`src/rtl/ags_pkg.sv`:
```
// Shared types and helpers for the multi-channel visible-to-hidden accumulate-and-sample core.
package ags_pkg;

  typedef enum logic [1:0] {
    IDLE   = 2'd0,
    ACC    = 2'd1,
    SAMPLE = 2'd2
  } state_t;

  typedef enum logic [1:0] {
    MODE_STOCH     = 2'd0,
    MODE_DET       = 2'd1,
    MODE_PROB      = 2'd2,
    MODE_STOCH_ALT = 2'd3
  } mode_t;

  // x^16 + x^14 + x^13 + x^11 + 1 in right-shifting Galois form
  localparam logic [15:0] LFSR_TAPS = 16'hB400;

  function automatic logic [15:0] lfsr_seed(input logic [15:0] base, input int unsigned ch);
    return (base ^ 16'(ch * 32'h0000_1F35)) | 16'h0001;
  endfunction

  function automatic logic [15:0] lfsr_step(input logic [15:0] s);
    return (s >> 1) ^ (s[0] ? LFSR_TAPS : 16'h0000);
  endfunction

  // Wide helpers: callers truncate the result to their own width.
  function automatic logic signed [63:0] sat_signed(input logic signed [63:0] v,
                                                    input int unsigned w);
    logic signed [63:0] hi;
    logic signed [63:0] lo;
    hi = (64'sd1 <<< (w - 1)) - 64'sd1;
    lo = -(64'sd1 <<< (w - 1));
    if (v > hi) return hi;
    if (v < lo) return lo;
    return v;
  endfunction

  function automatic logic signed [63:0] clamp_unsigned(input logic signed [63:0] v,
                                                        input int unsigned w);
    logic signed [63:0] hi;
    hi = (64'sd1 <<< w) - 64'sd1;
    if (v > hi) return hi;
    if (v < 64'sd0) return 64'sd0;
    return v;
  endfunction

endpackage

```
`src/rtl/ags_sampler.sv`:
```
// One hidden-unit channel: piecewise-linear sigmoid, private LFSR and compare,
// with state and probability registered on the SAMPLE cycle.
module ags_sampler
  import ags_pkg::*;
#(
  parameter int          BW_TS   = 24,
  parameter int          BW_PROB = 8,
  parameter int          FRAC    = 8,
  parameter logic [15:0] SEED    = 16'hACE1
) (
  input  logic                      clk,
  input  logic                      rst,
  input  logic                      sample_en,
  input  mode_t                     mode,
  input  logic signed [BW_TS-1:0]   sum,
  output logic                      state,
  output logic [BW_PROB-1:0]        prob
);

  localparam int SHIFT = FRAC - BW_PROB + 2;
  localparam logic signed [63:0] MID = 64'sd1 <<< (BW_PROB - 1);

  logic [15:0]        lfsr_q;
  logic [BW_PROB-1:0] prob_d;
  logic               state_d;

  always_comb begin
    prob_d  = BW_PROB'(clamp_unsigned(64'(sum >>> SHIFT) + MID, BW_PROB));
    state_d = 1'b0;
    case (mode)
      MODE_DET:  state_d = ~sum[BW_TS-1];
      MODE_PROB: state_d = 1'b0;
      default:   state_d = prob_d > lfsr_q[BW_PROB-1:0];
    endcase
  end

  always_ff @(posedge clk) begin
    if (rst) begin
      lfsr_q <= SEED;
      state  <= 1'b0;
      prob   <= '0;
    end else if (sample_en) begin
      lfsr_q <= lfsr_step(lfsr_q);
      state  <= state_d;
      prob   <= prob_d;
    end
  end

endmodule

```
`src/rtl/ags_array_vh.sv`:
```
// Multi-channel accumulate-and-sample core: per-channel saturating sums over a
// configurable number of beats, then one sigmoid/sample step per frame.
//   state  | meaning
//   IDLE   | waiting for the first beat of a frame (loads bias + data)
//   ACC    | accumulating the remaining beats
//   SAMPLE | one cycle: samplers register results, incoming beats dropped
module ags_array_vh
  import ags_pkg::*;
#(
  parameter int          NUM_CH  = 4,
  parameter int          BW_PS   = 16,
  parameter int          BW_TS   = 24,
  parameter int          BW_PROB = 8,
  parameter int          FRAC    = 8,
  parameter int          MAX_ACC = 32,
  parameter logic [15:0] SEED    = 16'hACE1,
  localparam int         CNT_W   = $clog2(MAX_ACC + 1)
) (
  input  logic                        clk,
  input  logic                        rst,
  input  logic                        en,
  input  logic [CNT_W-1:0]            cfg_num_acc,
  input  logic [1:0]                  cfg_mode,
  input  logic [NUM_CH*BW_TS-1:0]     bias_in,
  input  logic                        data_in_en,
  input  logic [NUM_CH*BW_PS-1:0]     data_in,
  output logic [NUM_CH-1:0]           new_state,
  output logic [NUM_CH*BW_PROB-1:0]   new_prob,
  output logic                        new_state_en,
  output logic                        busy,
  output logic                        ovf_flag,
  output logic                        drop_err
);

  state_t                  state_q, state_d;
  logic [CNT_W-1:0]        cnt_q;
  logic [CNT_W-1:0]        num_acc_q;
  logic [CNT_W-1:0]        num_acc_eff;
  mode_t                   mode_q;
  logic signed [BW_TS-1:0] sum_q  [NUM_CH];
  logic signed [BW_TS-1:0] sum_nx [NUM_CH];
  logic [NUM_CH-1:0]       hit;
  logic                    pulse_q, ovf_q, drop_q;
  logic                    accept, sample_en;

  assign accept    = en & data_in_en & (state_q != SAMPLE);
  assign sample_en = en & (state_q == SAMPLE);

  always_comb begin
    num_acc_eff = cfg_num_acc;
    if (cfg_num_acc == '0)
      num_acc_eff = CNT_W'(1);
    else if (cfg_num_acc > CNT_W'(MAX_ACC))
      num_acc_eff = CNT_W'(MAX_ACC);
  end

  // First beat adds onto the bias; later beats onto the running sum.
  always_comb begin
    logic signed [BW_TS-1:0] base;
    logic signed [BW_PS-1:0] dv;
    logic signed [BW_TS:0]   raw;
    base = '0;
    dv   = '0;
    raw  = '0;
    hit  = '0;
    for (int c = 0; c < NUM_CH; c++) begin
      sum_nx[c] = '0;
    end
    for (int c = 0; c < NUM_CH; c++) begin
      base      = (state_q == IDLE) ? bias_in[c*BW_TS +: BW_TS] : sum_q[c];
      dv        = data_in[c*BW_PS +: BW_PS];
      raw       = {base[BW_TS-1], base} + {{(BW_TS+1-BW_PS){dv[BW_PS-1]}}, dv};
      sum_nx[c] = BW_TS'(sat_signed(64'(raw), BW_TS));
      hit[c]    = ({sum_nx[c][BW_TS-1], sum_nx[c]} != raw);
    end
  end

  always_comb begin
    state_d = state_q;
    case (state_q)
      IDLE:    if (accept) state_d = (num_acc_eff == CNT_W'(1)) ? SAMPLE : ACC;
      ACC:     if (accept && (cnt_q + CNT_W'(1)) == num_acc_q) state_d = SAMPLE;
      SAMPLE:  state_d = IDLE;
      default: state_d = IDLE;
    endcase
  end

  always_ff @(posedge clk) begin
    if (rst) begin
      state_q   <= IDLE;
      cnt_q     <= '0;
      num_acc_q <= '0;
      mode_q    <= MODE_STOCH;
      for (int c = 0; c < NUM_CH; c++) sum_q[c] <= '0;
      pulse_q   <= 1'b0;
      ovf_q     <= 1'b0;
      drop_q    <= 1'b0;
    end else if (en) begin
      state_q <= state_d;
      pulse_q <= (state_q == SAMPLE);
      if (data_in_en && state_q == SAMPLE) drop_q <= 1'b1;
      if (accept) begin
        for (int c = 0; c < NUM_CH; c++) sum_q[c] <= sum_nx[c];
        if (|hit) ovf_q <= 1'b1;
        if (state_q == IDLE) begin
          cnt_q     <= CNT_W'(1);
          num_acc_q <= num_acc_eff;
          mode_q    <= mode_t'(cfg_mode);
        end else begin
          cnt_q <= cnt_q + CNT_W'(1);
        end
      end
    end else begin
      pulse_q <= 1'b0;
    end
  end

  assign new_state_en = pulse_q;
  assign busy         = (state_q == SAMPLE);
  assign ovf_flag     = ovf_q;
  assign drop_err     = drop_q;

  for (genvar c = 0; c < NUM_CH; c++) begin : g_smp
    ags_sampler #(
      .BW_TS  (BW_TS),
      .BW_PROB(BW_PROB),
      .FRAC   (FRAC),
      .SEED   (lfsr_seed(SEED, c))
    ) u_smp (
      .clk      (clk),
      .rst      (rst),
      .sample_en(sample_en),
      .mode     (mode_q),
      .sum      (sum_q[c]),
      .state    (new_state[c]),
      .prob     (new_prob[c*BW_PROB +: BW_PROB])
    );
  end

endmodule

```
`config.mk`:
```
export PLATFORM = sky130hd
export DESIGN_NAME = ags_array_vh
export DESIGN_NICKNAME = d
export VERILOG_FILES = /design/src/rtl/ags_pkg.sv /design/src/rtl/ags_sampler.sv /design/src/rtl/ags_array_vh.sv
export SDC_FILE = /design/constraint.sdc
export NUM_CORES = 1
export LEC_CHECK = 0
export CORE_MARGIN = 3
export CORE_UTILIZATION = 57
export DETAILED_ROUTE_END_ITERATION = 12
export GPL_ROUTABILITY_DRIVEN = 0
export PLACE_DENSITY_LB_ADDON = 0.2
export SLEW_MARGIN = 20
export SYNTH_ARGS = -nofsm -noshare
export SYNTH_HDL_FRONTEND = slang
export SYNTH_SLANG_ARGS = --single-unit
```
`constraint.sdc`:
```
create_clock -name clk -period 4.87 [get_ports clk]
set_input_delay 0.487 -clock clk [delete_from_list [all_inputs] [get_ports clk]]
set_output_delay 0.487 -clock clk [all_outputs]
set_load 0.02 [all_outputs]
```
==> flow_summary.yaml, run 1 <==
# synthesis and place-and-route metrics
status:
  outcome: "completed"
final_layout:
  antennaDiodeCount: 0
  buffers: 226
  seq_area_frac: 0.2752
  logic_area_mm2: 0.01005
  final_nets: 2299
  inv_count: 75
route:
  drc: 0
  via_count: 14280
  via_per_inst: 6.012
critical_path:
  arrival_ps: 4860
  cp-start-kind: "register"
  ff2ff_setup_slack_ps: 220
  cp_slowest_cell: "nand2_1"
  critical-path-top-delay-family: "AND-OR/OR-AND gates"
  timing.rr.end: "sum_q[1][5]"
floorplanning:
  pin_count: 212
  initCoreUtil: 0.5875
clock_tree:
  cts_max_path_buffers: 3
  postCtsResizedCells: 0
sta:
  tns_ps: 0
  fin_ws_ps: 216.5
  hold_violations: 0
  timing.slew.headroom: 0.3200
  setup_violations: 0
synthesis:
  ys_cells: 1827
  fp_nets: 2141
  syn_inst: 1827
placed_design:
  pre_cts_slack_ps: 339.4
  placed_area_mm2: 0.01833
hold_path:
  min_path_cells: 2
-- run 1: synth_stat cells, drive strengths merged (5+ instances only) --
cell type	n	share of area
a211o	28	0.015
a211oi	20	0.010
a21o	77	0.036
a21oi	163	0.051
a311oi	5	0.0027
a31oi	11	0.0043
and2	7	0.0027
and3	14	0.0055
and4	7	0.0038
buf	26	0.0098
clkbuf	68	0.017
dfxtp	119	0.15
edfxtp	96	0.18
ha	138	0.11
inv	75	0.018
mux2	88	0.062
mux2i	21	0.013
nand2	191	0.045
nand2b	19	0.0074
nand3	55	0.017
nand3b	16	0.0075
nand4	22	0.0086
nor2	118	0.028
nor2b	14	0.0055
nor3	22	0.0072
nor3b	6	0.0028
nor4	11	0.0043
o211ai	6	0.0028
o21a	40	0.019
o21ai	133	0.042
o21bai	18	0.0084
o22ai	15	0.0059
o31ai	11	0.0060
or3	5	0.0020
xnor2	63	0.034
xor2	44	0.024
-- run 1: routing by layer --
metal / routed length [um] / global-route usage / vias to the layer above
met5: 0 / 0 / -
met4: 846 / 0.06066 / 0
met3: 2823 / 0.03942 / 71
met2: 19800 / 0.4482 / 481
met1: 18610 / 0.3634 / 6712
li1: - / - / 7015
-- run 1: flip-flops by register name (all words and copies together), names as in the netlist --
register	count
g_smp.u_smp.state	4
g_smp.u_smp.lfsr_q	64
sum_q	96
cnt_q	6
ovf_flag	1
new_state_en	1
state_q	2
drop_err	1
mode_q	2
num_acc_q	6
g_smp.u_smp.prob	32
-- run 1: kinds of logic after synthesis --
family / Yosys count
fa+ha+maj: 142
xor+xnor: 107
simple gates: 515
compound gates: 570
buf+inv: 169
mux: 109
flops: 215
-- run 1: power by group --
part	total (uW)	switching (uW)	internal, uW
clock network	1820	712	1110
logic	2160	1190	975
registers	2170	128	2040
total	6150	2030	4120
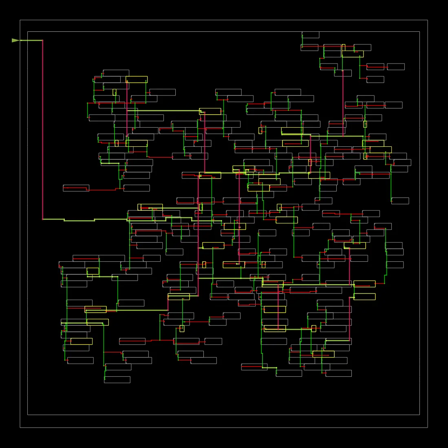
Fig. 1. The clock network (run 1).
Clk. pwr: 1820 uW
sequential cell count: 215
clock buffers: 38
CTS buffer count: 24

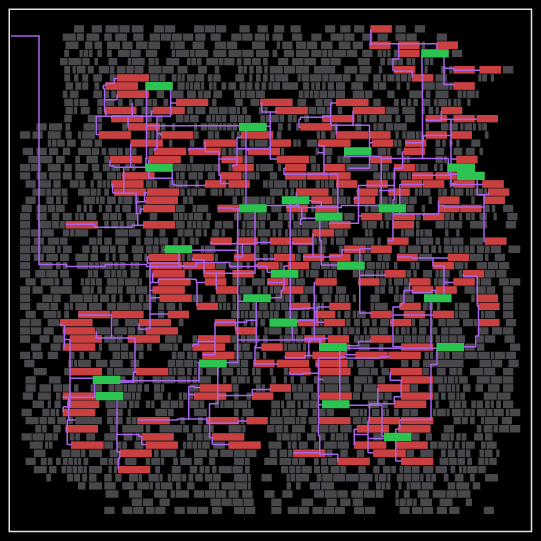
Fig. 2. Clock wires, drivers and flops (run 1).
Scale: 3 px per um.
[green] clock drivers | count: 24
[purple] clock wires | length: 2680 um
[red] flip-flops | count: 215
routed clock nets: 25

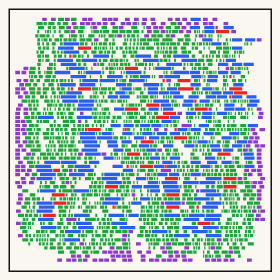
Fig. 3. Placement by cell class (run 1).
Scale: 1.5 px per um.
| color | class | cells | share of their area |
|---|---|---|---|
| red | clock drivers and dummy loads | 44 | 4.3% |
| purple | remaining buffers and delay cells | 226 | 12% |
| blue | sequential cells | 215 | 28% |
| green | combinational and other logic | 1518 | 55% |

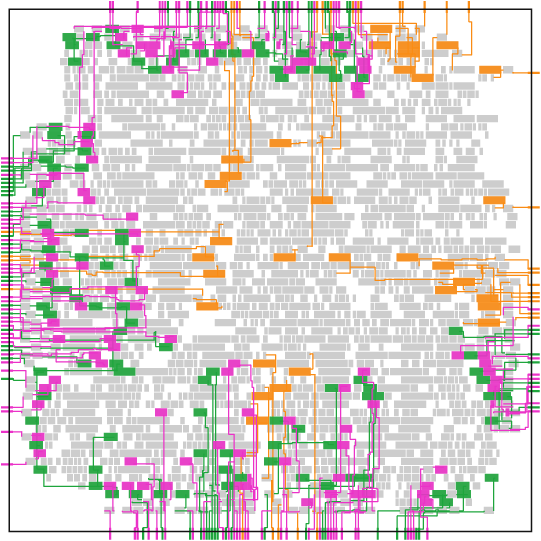
Fig. 4. Wires at chosen ports, followed through buffers (run 1).
Scale: 3 px per um.
| color | port | direction | end cells | buffers | wire |
|---|---|---|---|---|---|
| orange | new_prob | output | 32 | 32 | 1550 um |
| magenta | bias_in | input | 96 | 96 | 2740 um |
| green | data_in | input | 100 | 64 | 2060 um |

--- run 2 (diff from run 1) ---
--- a/config.mk
+++ b/config.mk
@@ -5,6 +5,7 @@
 export SDC_FILE = /design/constraint.sdc
 export NUM_CORES = 1
 export LEC_CHECK = 0
+export ABC_CLOCK_PERIOD_IN_PS = 4870
 export CORE_MARGIN = 3
 export CORE_UTILIZATION = 57
 export DETAILED_ROUTE_END_ITERATION = 12
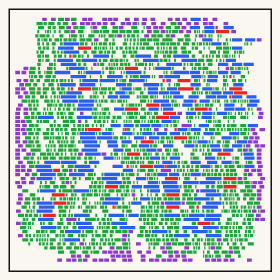
Fig. 5. Placement by cell class (run 2).
Scale: 1.5 px per um.
| color | class | cells | share of their area |
|---|---|---|---|
| purple | remaining buffers and delay cells | 226 | 12% |
| blue | sequential cells | 215 | 28% |
| green | combinational and other logic | 1518 | 55% |
| red | clock drivers and dummy loads | 44 | 4.3% |

==> run 2 against run 1 <==
  * Die size stayed put
  * Via count is the same
  * Clock-buffer cell count is the same
  * Cell count unchanged
  * Setup slack stayed put
  * Combinational power barely moved
  * Worst hold slack is the same
  * Utilization did not move
  * Maximum frequency did not move
  * Sequential power about the same
==> flow_summary.yaml, run 2 <==
# synthesis and place-and-route metrics
route:
  via_count: 14280
  drc: 0
synthesis:
  area_leaders: "edfxtp_1 (18%), dfxtp_1 (15%), ha_1 (11%)"
  netlist.area_leader.share: 0.1801
  synth_top_cell_by_count: "nand2_1"
  ys_cells: 1827
  fp_nets: 2141
  top_cells_by_count: "nand2_1 (190), a21oi_1 (162), ha_1 (138)"
  syn_inst: 1827
final_layout:
  antennaDiodeCount: 0
  top_register: "sum_q"
  final_nets: 2299
  drive_above_1_share: 0.08038
  largestRegisters: "sum_q (96), g_smp.u_smp.lfsr_q (64), g_smp.u_smp.prob (32)"
critical_path:
  ff2ff_setup_slack_ps: 220
  arrival_ps: 4860
  critical-path-top-delay-family: "AND-OR/OR-AND gates"
  cp-start-kind: "register"
  timing.rr.end: "sum_q[1][5]"
  cp_slowest_cell: "nand2_1"
sta:
  setup_violations: 0
  hold_violations: 0
  timing.slew.headroom: 0.3200
  fmax_mhz: 214.9
power_and_ir_drop:
  p_sw_frac: 0.3301
  comb-power_uw: 2160
  seq-power_uw: 2170
  p_switching_uw: 2029
  combPwrFrac: 0.352
  seq_power_share: 0.352
  p_clk_uw: 1820
  internal_power_uw: 4119
  p_clk_frac: 0.296
hold_path:
  min_path_cells: 2
floorplanning:
  initCoreUtil: 0.5875
  pin_count: 212
clock_tree:
  cts_max_path_buffers: 3
  numCtsBuffers: 24
status:
  outcome: "completed"
placed_design:
  placed_area_mm2: 0.01833
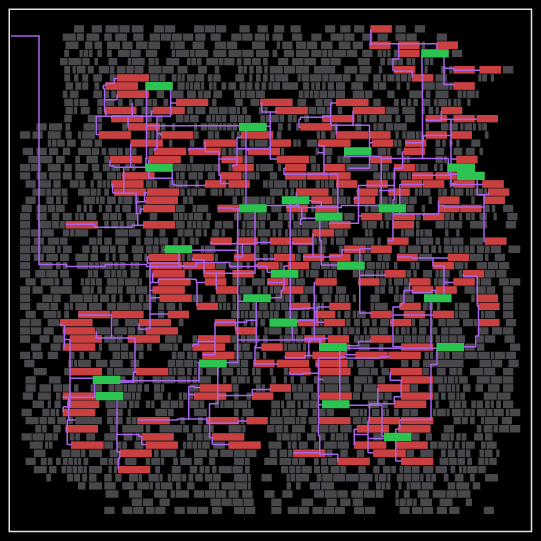
Fig. 6. Clock wires, drivers and flops (run 2).
Scale: 3 px per um.
[red] flip-flops | count: 215
[purple] clock wires | length: 2680 um
[green] clock drivers | count: 24
routed clock nets: 25

## run 2: cell counts after synthesis
No cell type changed its count.
## run 2: per-layer routing
layer,up-vias,wire (um),GRT usage
met5,-,0,0
met2,481,19800,0.4482
li1,7015,-,-
met3,71,2823,0.03942
met4,0,846,0.06066
met1,6712,18610,0.3634
## run 2: cells by family after synthesis
group,after synthesis
multiplexers,109
buffers and inverters,169
adder cells (fa/ha/maj),142
XOR/XNOR,107
AND/OR/NAND/NOR,515
AND-OR/OR-AND,570
flip-flops,215
## run 2: worst max path at each step
stage	to	cells past startpoint	slack (ps)
2_1_floorplan	sum_q[1][11]	17	530
3_3_place_gp	sum_q[2][17]	13	520
3_5_place_dp	sum_q[1][18]	14	340
4_1_cts	sum_q[1][18]	14	310
5_1_grt	sum_q[1][3]	14	20
6_report	sum_q[1][5]	14	220
## run 2: per-stage QoR
step / worst slack, ps / std cells
2_1_floorplan: 526.8 / 1827
3_3_place_gp: 522.5 / 2331
3_5_place_dp: 339.4 / 2331
4_1_cts: 311.3 / 2375
5_1_grt: 15.40 / 2375
6_report: 216.5 / 2375
## run 2: final cells by class
type | instances | area [um^2]
clock buffers | 38 | 748.2
clock inverters | 6 | 52.55
fillers | 2142 | 8119
inverters | 75 | 284.0
multi-input cells | 1443 | 10050
flip-flops and latches | 215 | 5265
well taps | 372 | 465.4
repair buffers | 226 | 2263
## run 2: worst reg2reg max path, delay by kind of cell, from the launching register on
| family | cells | cell delay [ps] |
|---|---|---|
| mux | 1 | 380 |
| compound gates | 6 | 1490 |
| fa+ha+maj | 2 | 630 |
| simple gates | 4 | 1230 |
| flops | 1 | 380 |
| buf+inv | 1 | 240 |
--- run 3 (diff from run 2) ---
==> constraint.sdc (replaced) <==
create_clock -name clk -period 4.87 [get_ports clk]
set_input_delay 0.487 -clock clk [delete_from_list [all_inputs] [get_ports clk]]
set_output_delay 0.487 -clock clk [all_outputs]
set_load 0.05 [all_outputs]
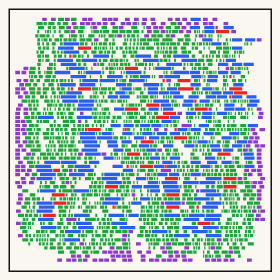
Fig. 7. Placement by cell class (run 3).
Scale: 1.5 px per um.
| color | class | cells | share of their area |
|---|---|---|---|
| purple | remaining buffers and delay cells | 226 | 12% |
| green | combinational and other logic | 1518 | 55% |
| blue | sequential cells | 215 | 28% |
| red | clock drivers and dummy loads | 44 | 4.3% |

==> run 3 against run 2 <==
  * Utilization stayed put
  * Maximum frequency did not move
  * Sequential share of layout area unchanged
  * Total power increased by 0.23%
  * Synthesized cell count unchanged
  * Register-to-register slack is essentially flat
  * First-iteration DRC count stayed put
  * Via count is the same
  * Die size unchanged
  * Cell count unchanged
  * Critical path depth is the same
  * Largest cell class unchanged
==> flow_summary.yaml, run 3 <==
# synthesis and place-and-route metrics
status:
  outcome: "completed"
sta:
  fin_ws_ps: 216.5
  timing.slew.headroom: 0.3200
  hold_violations: 0
  tightest_slew_ps: 1020
  setup_violations: 0
  fmax_mhz: 214.9
  tns_ps: 0
clock_tree:
  numCtsBuffers: 24
  cts_max_path_buffers: 3
  cts_sinks: 215
  postCtsResizedCells: 0
placed_design:
  post-place-cells: 2331
synthesis:
  fp_nets: 2141
  top_cells_by_count: "nand2_1 (190), a21oi_1 (162), ha_1 (138)"
  synth_top_cell_by_count: "nand2_1"
  area_leaders: "edfxtp_1 (18%), dfxtp_1 (15%), ha_1 (11%)"
  edf_count: 96
  syn_inst: 1827
  netlist.area_leader.share: 0.1801
  ys_cells: 1827
critical_path:
  r2r-start: "state_q[1]"
  cp-start-kind: "register"
  critical-path-top-delay-family: "AND-OR/OR-AND gates"
  required_ps: 5080
  cp_slowest_cell: "nand2_1"
  arrival_ps: 4860
route:
  via_per_inst: 6.012
  drc: 0
  drt-initial-drc-count: 1281
  via_count: 14280
final_layout:
  top_register: "sum_q"
  antennaDiodeCount: 0
  drive_above_1_share: 0.08038
  final_cells: 2375
  largestRegisters: "sum_q (96), g_smp.u_smp.lfsr_q (64), g_smp.u_smp.prob (32)"
  mostFrequentLayoutCell: "clkdlybuf4s50_1"
  final_nets: 2299
power_and_ir_drop:
  p_switching_uw: 2043
  seq_power_share: 0.351
  p_sw_frac: 0.3316
  internal_power_uw: 4119
floorplanning:
  pin_count: 212
run:
  warnings: 32
global_route:
  grt_usage: 0.2660
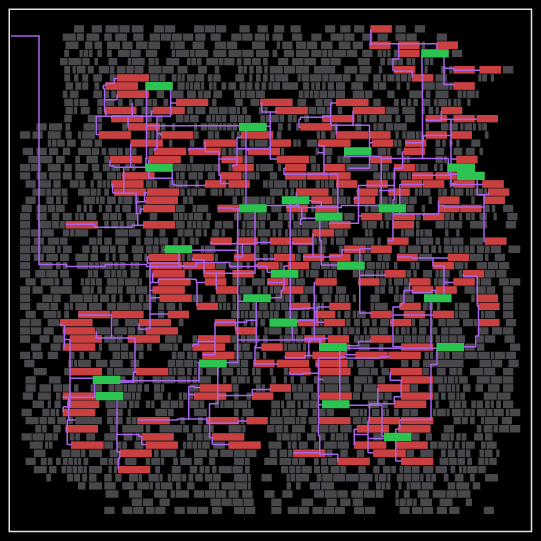
Fig. 8. Clock wires, drivers and flops (run 3).
Scale: 3 px per um.
[purple] clock wires | length: 2680 um
[red] flip-flops | count: 215
[green] clock drivers | count: 24
routed clock nets: 25

-- run 3: cell counts in the layout (fill, tap and decap cells not counted) --
Identical to the previous run, type by type.
-- run 3: layout make-up --
cell class                 instances  area, um^2
multi-input combinational       1443       10050
fill                            2142        8119
sequential                       215        5265
timing repair buffer             226        2263
clock buffer                      38       748.2
tap                              372       465.4
inverter                          75       284.0
clock inverter                     6       52.55
-- run 3: tightest hold or removal path: stages, from the launching register on --
cell	delay, ps
dfxtp_1	300
nand2_1	50
a21oi_1	50
-- run 3: per-layer routing --
layer / part of all wire / global-route usage / up-vias
met5: 0 / 0 / -
met4: 0.020 / 0.06066 / 0
met3: 0.067 / 0.03942 / 71
met2: 0.47 / 0.4482 / 481
met1: 0.44 / 0.3634 / 6712
li1: - / - / 7015
-- run 3: final timing paths --
kind,end,slack (ps),depth (start not counted)
max,sum_q[1][5],220,14
min,g_smp[1].u_smp.lfsr_q[5],450,2
max reg2reg,sum_q[1][5],220,14
min reg2reg,g_smp[1].u_smp.lfsr_q[5],450,2
-- run 3: logic make-up (layout without fill, tap and decap cells) --
kind of cell | after synthesis | count (layout) | synth area share
muxes | 109 | 109 | 0.07503
xor gates and xnor gates | 107 | 107 | 0.05854
and+or+nand+nor | 515 | 515 | 0.1512
DFF | 215 | 215 | 0.3289
AOI/OAI and AO/OA | 570 | 570 | 0.2296
adders and majority gates | 142 | 142 | 0.1129
buffers and inverters | 169 | 345 | 0.04392
-- run 3: power by group through the flow --
stage               combinational (uW)  sequential [uW]  clock, uW
floorplan                         1590             2160          0
global placement                  2080             2190          0
detailed placement                2130             2200          0
CTS                               2150             2160       1840
global route                      2390             2180       1910
finish                            2180             2170       1820
Power and IR drop assume default switching activity.
